===== src/rtl/fa_bist_pkg.sv =====
// Shared types and helpers for the full-adder BIST controller.
//   state_e        : controller FSM states
//   VEC_W/VEC_LAST : width of the {a,b,cin} stimulus vector and its final value
//   exp_sum/cout   : golden full-adder equations used by the reference adder
package fa_bist_pkg;

  typedef enum logic [1:0] {
    ST_IDLE   = 2'd0,
    ST_SETTLE = 2'd1,
    ST_CHECK  = 2'd2,
    ST_DONE   = 2'd3
  } state_e;

  localparam int VEC_W = 3;
  localparam logic [VEC_W-1:0] VEC_LAST = 3'b111;

  // Vector layout is {a, b, cin}.
  function automatic logic exp_sum(input logic [VEC_W-1:0] vec);
    return ^vec;
  endfunction

  function automatic logic exp_cout(input logic [VEC_W-1:0] vec);
    return (vec[2] & vec[1]) | (vec[2] & vec[0]) | (vec[1] & vec[0]);
  endfunction

endpackage


===== src/rtl/fa_bist_ctrl_golden.sv =====
// Combinational reference full adder used as the golden model for the BIST
// compare.
//   vec_i  : {a, b, cin} currently applied to the adder under test
//   sum_o  : expected sum
//   cout_o : expected carry-out
module fa_golden
  import fa_bist_pkg::*;
(
  input  logic [VEC_W-1:0] vec_i,
  output logic             sum_o,
  output logic             cout_o
);

  assign sum_o  = exp_sum(vec_i);
  assign cout_o = exp_cout(vec_i);

endmodule


===== src/rtl/fa_bist_ctrl.sv =====
// Exhaustive self-test controller for a 1-bit full adder. Sweeps {a,b,cin}
// through 000..111 (NUM_PASSES times), holds each vector SETTLE_CYCLES cycles,
// then compares the adder's sum/cout against a golden adder for one cycle.
//   clk, rst_n          : clock, asynchronous active-low reset
//   start               : one-cycle run request, honoured only in IDLE
//   dut_sum, dut_cout   : responses from the adder under test
//   dut_a, dut_b, dut_cin : registered stimulus to the adder (vec[2], vec[1], vec[0])
//   busy                : run in progress (SETTLE, CHECK or DONE)
//   done                : one-cycle pulse at the end of a run
//   pass                : last run had no mismatches; held until next start
//   err_count           : saturating mismatch count
//   err_vec, err_valid  : first failing vector and its qualifier
module fa_bist_ctrl
  import fa_bist_pkg::*;
#(
  parameter int SETTLE_CYCLES = 1,
  parameter int NUM_PASSES    = 1,
  parameter int ERR_W         = 4
) (
  input  logic             clk,
  input  logic             rst_n,
  input  logic             start,
  input  logic             dut_sum,
  input  logic             dut_cout,
  output logic             dut_a,
  output logic             dut_b,
  output logic             dut_cin,
  output logic             busy,
  output logic             done,
  output logic             pass,
  output logic [ERR_W-1:0] err_count,
  output logic [VEC_W-1:0] err_vec,
  output logic             err_valid
);

  localparam int SET_W = (SETTLE_CYCLES > 1) ? $clog2(SETTLE_CYCLES) : 1;
  localparam int PAS_W = (NUM_PASSES > 1) ? $clog2(NUM_PASSES) : 1;
  localparam logic [SET_W-1:0] SETTLE_LAST = SET_W'(SETTLE_CYCLES - 1);
  localparam logic [PAS_W-1:0] PASS_LAST   = PAS_W'(NUM_PASSES - 1);
  localparam logic [ERR_W-1:0] ERR_MAX     = '1;

  state_e             state_q, state_d;
  logic [VEC_W-1:0]   vec_q, vec_d;
  logic [PAS_W-1:0]   pass_cnt_q, pass_cnt_d;
  logic [SET_W-1:0]   settle_cnt_q, settle_cnt_d;
  logic [ERR_W-1:0]   err_count_q, err_count_d;
  logic [VEC_W-1:0]   err_vec_q, err_vec_d;
  logic               err_valid_q, err_valid_d;
  logic               pass_q, pass_d;

  logic gold_sum, gold_cout;
  logic mismatch;

  fa_golden u_golden (
    .vec_i  (vec_q),
    .sum_o  (gold_sum),
    .cout_o (gold_cout)
  );

  assign mismatch = (dut_sum != gold_sum) || (dut_cout != gold_cout);

  always_ff @(posedge clk or negedge rst_n) begin
    if (!rst_n) begin
      state_q      <= ST_IDLE;
      vec_q        <= '0;
      pass_cnt_q   <= '0;
      settle_cnt_q <= '0;
      err_count_q  <= '0;
      err_vec_q    <= '0;
      err_valid_q  <= 1'b0;
      pass_q       <= 1'b0;
    end else begin
      state_q      <= state_d;
      vec_q        <= vec_d;
      pass_cnt_q   <= pass_cnt_d;
      settle_cnt_q <= settle_cnt_d;
      err_count_q  <= err_count_d;
      err_vec_q    <= err_vec_d;
      err_valid_q  <= err_valid_d;
      pass_q       <= pass_d;
    end
  end

  always_comb begin
    state_d      = state_q;
    vec_d        = vec_q;
    pass_cnt_d   = pass_cnt_q;
    settle_cnt_d = settle_cnt_q;
    err_count_d  = err_count_q;
    err_vec_d    = err_vec_q;
    err_valid_d  = err_valid_q;
    pass_d       = pass_q;

    unique case (state_q)
      ST_IDLE: begin
        if (start) begin
          vec_d        = '0;
          pass_cnt_d   = '0;
          settle_cnt_d = '0;
          err_count_d  = '0;
          err_vec_d    = '0;
          err_valid_d  = 1'b0;
          pass_d       = 1'b0;
          state_d      = ST_SETTLE;
        end
      end

      ST_SETTLE: begin
        if (settle_cnt_q == SETTLE_LAST) begin
          settle_cnt_d = '0;
          state_d      = ST_CHECK;
        end else begin
          settle_cnt_d = settle_cnt_q + 1'b1;
        end
      end

      ST_CHECK: begin
        if (mismatch) begin
          if (err_count_q != ERR_MAX) begin
            err_count_d = err_count_q + 1'b1;
          end
          if (!err_valid_q) begin
            err_vec_d   = vec_q;
            err_valid_d = 1'b1;
          end
        end
        if (vec_q != VEC_LAST) begin
          vec_d   = vec_q + 1'b1;
          state_d = ST_SETTLE;
        end else if (pass_cnt_q != PASS_LAST) begin
          vec_d      = '0;
          pass_cnt_d = pass_cnt_q + 1'b1;
          state_d    = ST_SETTLE;
        end else begin
          // Resolve pass on entry to DONE from the post-compare count so it
          // already reflects the final vector and is valid alongside done.
          pass_d  = (err_count_d == '0);
          state_d = ST_DONE;
        end
      end

      ST_DONE: begin
        vec_d   = '0;
        state_d = ST_IDLE;
      end

      default: begin
        state_d = ST_IDLE;
      end
    endcase
  end

  assign dut_a     = vec_q[2];
  assign dut_b     = vec_q[1];
  assign dut_cin   = vec_q[0];
  assign busy      = (state_q != ST_IDLE);
  assign done      = (state_q == ST_DONE);
  assign pass      = pass_q;
  assign err_count = err_count_q;
  assign err_vec   = err_vec_q;
  assign err_valid = err_valid_q;

endmodule


===== config.mk =====
export PLATFORM = sky130hd
export DESIGN_NAME = fa_bist_ctrl
export DESIGN_NICKNAME = d
export VERILOG_FILES = /design/src/rtl/fa_bist_pkg.sv /design/src/rtl/fa_bist_ctrl_golden.sv /design/src/rtl/fa_bist_ctrl.sv
export SDC_FILE = /design/constraint.sdc
export NUM_CORES = 1
export LEC_CHECK = 0
export ABC_CLOCK_PERIOD_IN_PS = 2350
export CORE_AREA = 2 2 46 48
export CTS_CLUSTER_DIAMETER = 50
export DETAILED_ROUTE_END_ITERATION = 7
export DIE_AREA = 0 0 48 50
export PLACE_DENSITY = 0.81
export RECOVER_POWER = 25
export SKIP_LAST_GASP = 1
export SLEW_MARGIN = 20
export SYNTH_ARGS = -nofsm -noshare
export SYNTH_HDL_FRONTEND = slang
export SYNTH_SLANG_ARGS = --single-unit

===== constraint.sdc =====
create_clock -name clk -period 2.35 [get_ports clk]
set_input_delay 0.235 -clock clk [delete_from_list [all_inputs] [get_ports clk]]
set_output_delay 0.235 -clock clk [all_outputs]
set_load 0.01 [all_outputs]

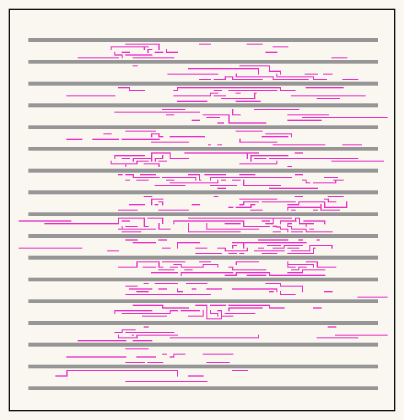
*M1 wires, run 1*
(8 px per µm) Supply wires on this layer in gray.
120 nets have wire on it. The wires run mostly horizontal. The layer holds 47% of the routed length. The longest straight run is 13.8 µm. The layer carries 887 µm of wire.
global-route met1 utilization: 20.6%
Via Count: 776
routed wire length: 1.89 mm

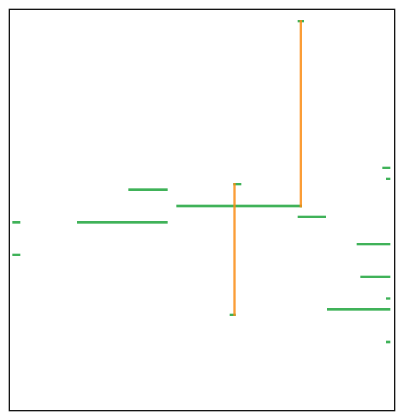
*Metal layers overlaid, run 1*
(8 px per µm) Two of the layers only.
Green is met3, wire length 53.1 µm. Orange is met4, wire length 39.4 µm.

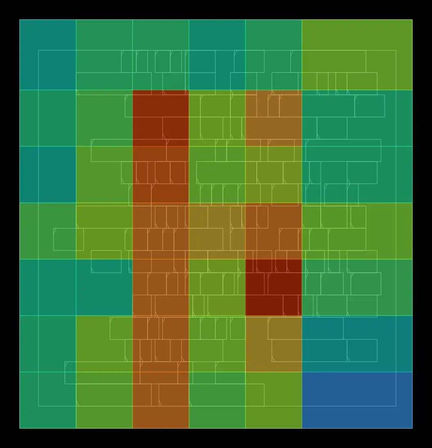
*Congestion heat map, run 1*
wire length per cell: 12.8 µm
GRT met3 Usage: 2.20%
Total Routing Usage GR: 17.4%

==> run notes, run 1 <==
fresh numbers from the pnr run: Max-area cell share 38.8%, Avg Cell Area, Syn 9.12 µm², routed wl met2 910 µm, CP Launch Point vec_q[2], cts hold-fix bufs 0, buffering overhead 15.6%, cells after synthesis 99, cycle use final 86.8%, CP Cell Sequence inv_1, fa_1, xnor2_1, nor2_1, nor3_1, mux2_2, status completed, GPL Wtd Cong approximately 0.92, 1st-iter DRT viols 15, Post-synth EDFFs 0, Chip Area, Yosys about 900 µm², vias in the first global route approximately 700, first-pass GRT wire length 2.97 mm, # setup viols final 0, Insertion Delay late pin 270 ps, combinational gates 72, XOR Share, Synth 4.85%, Placed Cells 144, Peak Freq 0.490 GHz, Post-DP Area 1120 µm², area of the mapped netlist between 900 and 1000 µm², WS Path Type flip-flop to flip-flop, TritonCTS clock tree built, RSZ-0062 raised after global routing false, # Cells Yosys 99, Buf+Inv Stages, Crit Path 1, Biggest Area Class multi-input combinational cells, CP Launch Type flip-flop, # rows 16, area grow syn2layout 27.7%, NetSw 0.610 mW, Power Combinational 0.811 mW, Util after Layout between 60% and 70%, critical path arrival 2250 ps, Register-to-Register Path Depth 6, H-tree depth 1, hold slack 432 ps, Avg Vias per Cell 5.24, MaxCap Viol Count 0, CP Depth 6, root buf cell clkbuf_4, Crit Reg-Reg Startpoint vec_q[2], Crit path max-delay family adder cells, Port Buf Inserts 18, worst slew pin tran ~660 ps, Detail Route Antenna Nets 0, Clock Sinks 14, critical path's slowest cell fa_1, Clock Skew approximately 1.1 ps, top sig layer met4, clock network share of area approximately 3.1%, highest-power group combinational logic, Synth top cells by count 14 x dfrtp_1, 12 x inv_1, 11 x o21ai_0, Slew HR between 50% and 60%, Power, Total about 1.4 mW, CTS resizes 0, pin count of the biggest net entering global routing 15, r2r setup slk 310 ps, sequential power between 0.4 and 0.5 mW, Flops after synth 14, met3 wire length 53 µm, M1 WL 887 µm, pwr/cell area 1200 nW/µm², Int Power just under 0.8 mW, tap cells 27, die width 48 µm, Top cell excl fill/tap clkdlybuf4s50_1, ratio of cells with drive above 1 in the final layout 6.61%, nets@finish 135, CP peak stage delay 520 ps, Setup TNS 0 ps, Ports 19, main flop type dfrtp_1, flop share of the area 30.4%, Synth mux share 1.25%, Synth cell types 27, Leak Pwr 0.504 nW, Seq cells 14, Comb area 504 µm², clock tree buffer depth 2, clock share of power about an eighth, Fillers about 160, CTS clk-pin slew, worst paths 80 ps, Layout Cells excl Fill between 100 and 150, crit path to err_count[0], Clock net power 0.167 mW, min Tclk post-route 2040 ps, diodes inserted 0, CP endpoint kind flip-flop, aoi share 25.8%, Comb pwr share 58.5%
### Logic cells by family, run 1

(10 px per µm)
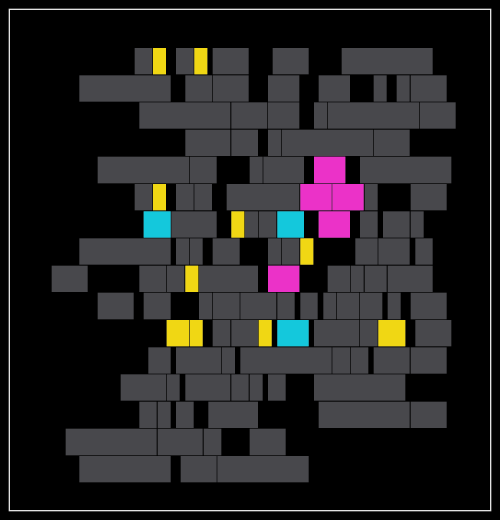

--- run 2 (diff from run 1) ---
--- a/config.mk
+++ b/config.mk
@@ -10,6 +10,7 @@
 export CTS_CLUSTER_DIAMETER = 50
 export DETAILED_ROUTE_END_ITERATION = 7
 export DIE_AREA = 0 0 48 50
+export GPL_ROUTABILITY_DRIVEN = 0
 export PLACE_DENSITY = 0.81
 export RECOVER_POWER = 25
 export SKIP_LAST_GASP = 1
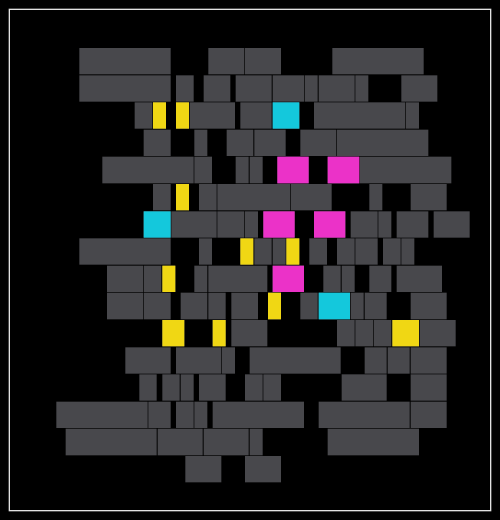
*Logic cells by family, run 2*
(10 px per µm)
Cyan is AND-OR and OR-AND gates, cells 3. Yellow is NAND gates, cells 10. Magenta is XOR/XNOR gates, cells 5, where center.
Top cell excl fill/tap: clkdlybuf4s50_1
Layout Cells excl Fill: 147

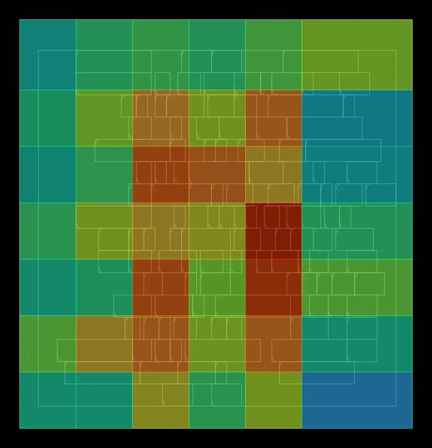
*Congestion heat map, run 2*
Top Usage Layer GRT: met2
global-route met1 utilization: 20.4%

==> run 2 against run 1 <==
Compared with the run above: count of clock-buffer cells in the layout shrank 1; highest routed layer unchanged; largest cell class unchanged; die size did not move; register-to-register slack got worse by 20 ps; largest power group unchanged; critical path depth is the same; routed wire length is 0.37% lower.
==> run notes, run 2 <==
fresh numbers from the pnr run: hold slack 427 ps, pin count of the biggest net entering global routing 15, status completed, aoi share 25.8%, Total Routing Usage GR 17.9%, area of the mapped netlist 903 µm², clock tree buffer depth 2, Power, Total between 1 and 1.5 mW, XOR Share, Synth 4.85%, Flops after synth 14, Comb pwr share 60.0%, RSZ-0062 raised after global routing false, Leak Pwr ~0.5 nW, sequential power between 0.4 and 0.5 mW, # rows 16, CTS clk-pin slew, worst paths 80 ps, Clock Skew 2.68 ps, worst slew pin tran 663 ps, Util after Layout 59.9%, Clock net power between 0.1 and 0.15 mW, H-tree depth 1, Crit path max-delay family adder cells, routed wl met2 912 µm, Synth mux share 1.25%, highest-power group combinational logic, first-pass GRT wire length 3.04 mm, vias in the first global route 740, M1 WL 880 µm, Comb area between 500 and 600 µm², Ports 19, CP Cell Sequence inv_1, fa_1, xor2_1, a21oi_1, xor2_1, o41ai_2, critical path's slowest cell fa_1, Peak Freq about 0.49 GHz, die width between 40 and 50 µm, clock network share of area 1.98%, Max-area cell share 38.8%, critical path arrival 2230 ps, CP Launch Type flip-flop, Fillers 170, Biggest Area Class multi-input combinational cells, MaxCap Viol Count 0, r2r setup slk 290 ps, Int Power 0.742 mW, buffering overhead 15.8%, GRT met3 Usage 3.66%, cells after synthesis 99, NetSw 0.606 mW, 1st-iter DRT viols 15, root buf cell clkbuf_4, ratio of cells with drive above 1 in the final layout 5.83%, Synth cell types 27, main flop type dfrtp_1, cts hold-fix bufs 0, Power Combinational 0.809 mW, Post-DP Area between 1000 and 1500 µm², Crit Reg-Reg Startpoint vec_q[2], CP peak stage delay 590 ps, Post-synth EDFFs 0, area grow syn2layout 26.2%, Chip Area, Yosys 903 µm², # setup viols final 0, Clock Sinks 14, Seq cells 14, Avg Cell Area, Syn between 9 and 10 µm², cycle use final 87.5%, Via Count between 700 and 800, crit path to pass
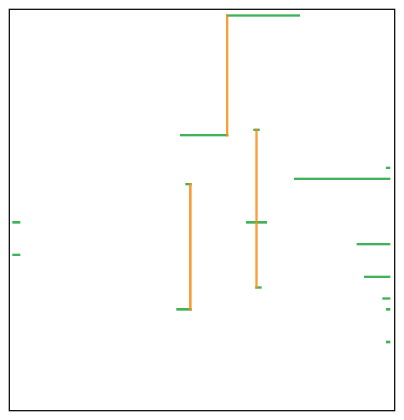
*Metal layers overlaid, run 2*
(8 px per µm) Two of the layers only.
Orange is met4, wire length 50.3 µm. Green is met3, wire length 40.7 µm.

--- run 3 (diff from run 2) ---
--- a/config.mk
+++ b/config.mk
@@ -6,6 +6,7 @@
 export NUM_CORES = 1
 export LEC_CHECK = 0
 export ABC_CLOCK_PERIOD_IN_PS = 2350
+export CAP_MARGIN = 20
 export CORE_AREA = 2 2 46 48
 export CTS_CLUSTER_DIAMETER = 50
 export DETAILED_ROUTE_END_ITERATION = 7
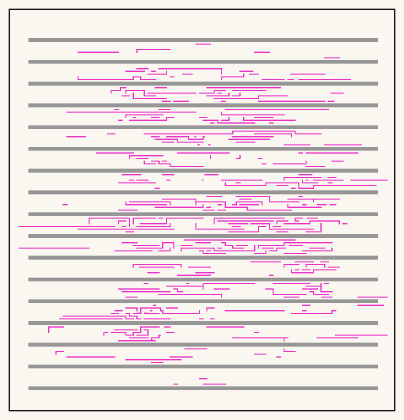
*M1 wires, run 3*
(8 px per µm) Supply wires on this layer in gray.
The layer carries 881 µm of wire. The longest straight run is 16.1 µm. The wires run mostly horizontal. 124 nets have wire on it.
routed wire length: 1.88 mm
Via Count: 778

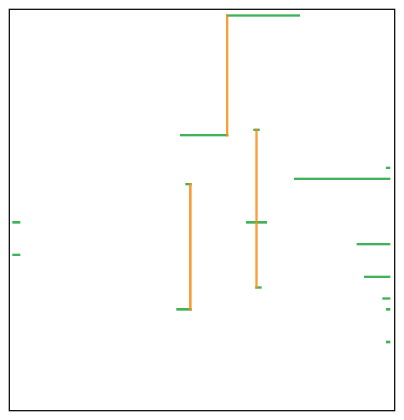
*Metal layers overlaid, run 3*
(8 px per µm) Two of the layers only.
Green is met3, wire length 40.7 µm. Orange is met4, wire length 50.3 µm.
wire length per cell: 12.8 µm
Total Routing Usage GR: 17.9%

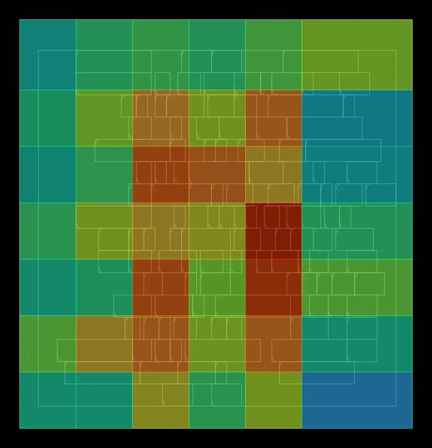
*Congestion heat map, run 3*
Util after Layout: 59.9%
GRT met3 Usage: 3.66%

==> run 3 against run 2 <==
Compared with the run above: utilization unchanged; critical path depth unchanged; sequential share of layout area unchanged; register-to-register slack about the same; sequential power about the same; cell count unchanged; sequential cell count unchanged; critical path type unchanged.
==> run notes, run 3 <==
fresh numbers from the pnr run: Layout Cells excl Fill approximately 150, Peak Freq a little under 0.5 GHz, Synth cell types 27, CP Depth 6, Slew HR 55.6%, cts hold-fix bufs 0, aoi share 25.8%, pin count of the biggest net entering global routing 15, cycle use final between 80% and 90%, NetSw 0.606 mW, Post-synth EDFFs 0, Crit Reg-Reg Startpoint vec_q[2], worst slew pin tran 663 ps, CTS resizes 0, final-report max-slew violation count 0, TritonCTS clock tree built, ratio of cells with drive above 1 in the final layout 5.83%, r2r setup slk 290 ps, Leak Pwr 0.497 nW, first-pass GRT wire length between 3 and 4 mm, Biggest Area Class multi-input combinational cells, min Tclk post-route roughly 2100 ps, # rows 16, clock share of power a little under 10%, Clock Skew 2.68 ps, tap cells 27, critical path's slowest cell fa_1, Flops after synth 14, highest-power group combinational logic, flop share of the area 30.7%, clock tree buffer depth 2, Int Power about 0.74 mW, cells after synthesis between 90 and 100, RSZ-0062 raised after global routing false, Fillers 170, Avg Cell Area, Syn 9.12 µm², buffering overhead 15.8%, XOR Share, Synth between 4 and 5%, CP Launch Type flip-flop, critical path arrival 2230 ps, # setup viols final 0, Setup TNS 0 ps, Clock Sinks 14, root buf cell clkbuf_4, Comb pwr share 60.0%, Clock net power about 0.13 mW, met3 wire length 40 µm, Synth top cells by count 14 x dfrtp_1, 12 x inv_1, 11 x o21ai_0, Chip Area, Yosys 903 µm², clock network share of area 1.98%, # Cells Yosys 99, CP endpoint kind flip-flop, Buf+Inv Stages, Crit Path 1, combinational gates between 70 and 80, Ports 19, Power Combinational 0.809 mW, CP peak stage delay 590 ps, CP Cell Sequence inv_1, fa_1, xor2_1, a21oi_1, xor2_1, o41ai_2, Crit path max-delay family adder cells, die width 48 µm, top sig layer met4, area of the mapped netlist 903 µm², crit path to pass, vias in the first global route 740, hold slack 427 ps, DIE AREA 2400 µm², pwr/cell area 1180 nW/µm², Avg Vias per Cell 5.29, Top Usage Layer GRT met2, Post-DP Area 1120 µm², routed wl met2 912 µm, H-tree depth 1, Port Buf Inserts 18, main flop type dfrtp_1, area grow syn2layout 26.2%, Placed Cells 144, Seq cells 14, M1 WL 880 µm, Power, Total 1.35 mW, CP Launch Point vec_q[2], status completed, Synth mux share 1.25%, diodes inserted 0, sequential power 0.407 mW

==> screenshots <==
Layout detail.
Region (9, 20) to (39, 50) µm. Cells in gray, sequential cells in the stronger gray; small squares are vias.
Plate I
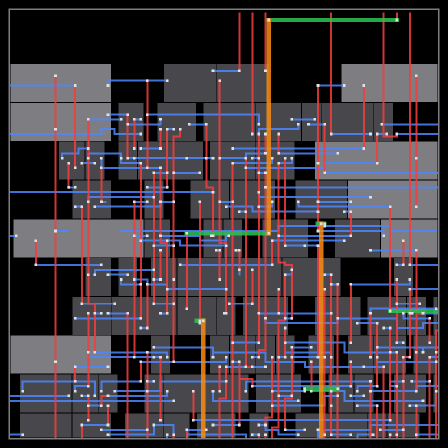
Plate II
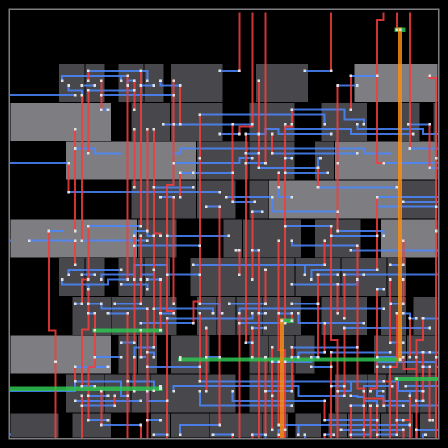
Plate I -> run 2
Plate II -> run 1

Key to Plate I:
Orange is met4. Blue is met1. Red is met2. Green is met3.
74 logic cells have their middle in the window. Sequential cells in the window: 7. Netlist names of flops here include `err_vec` (3), `vec_q` (3).

Power figures rest on the tool's default switching activity, not on a simulated workload.
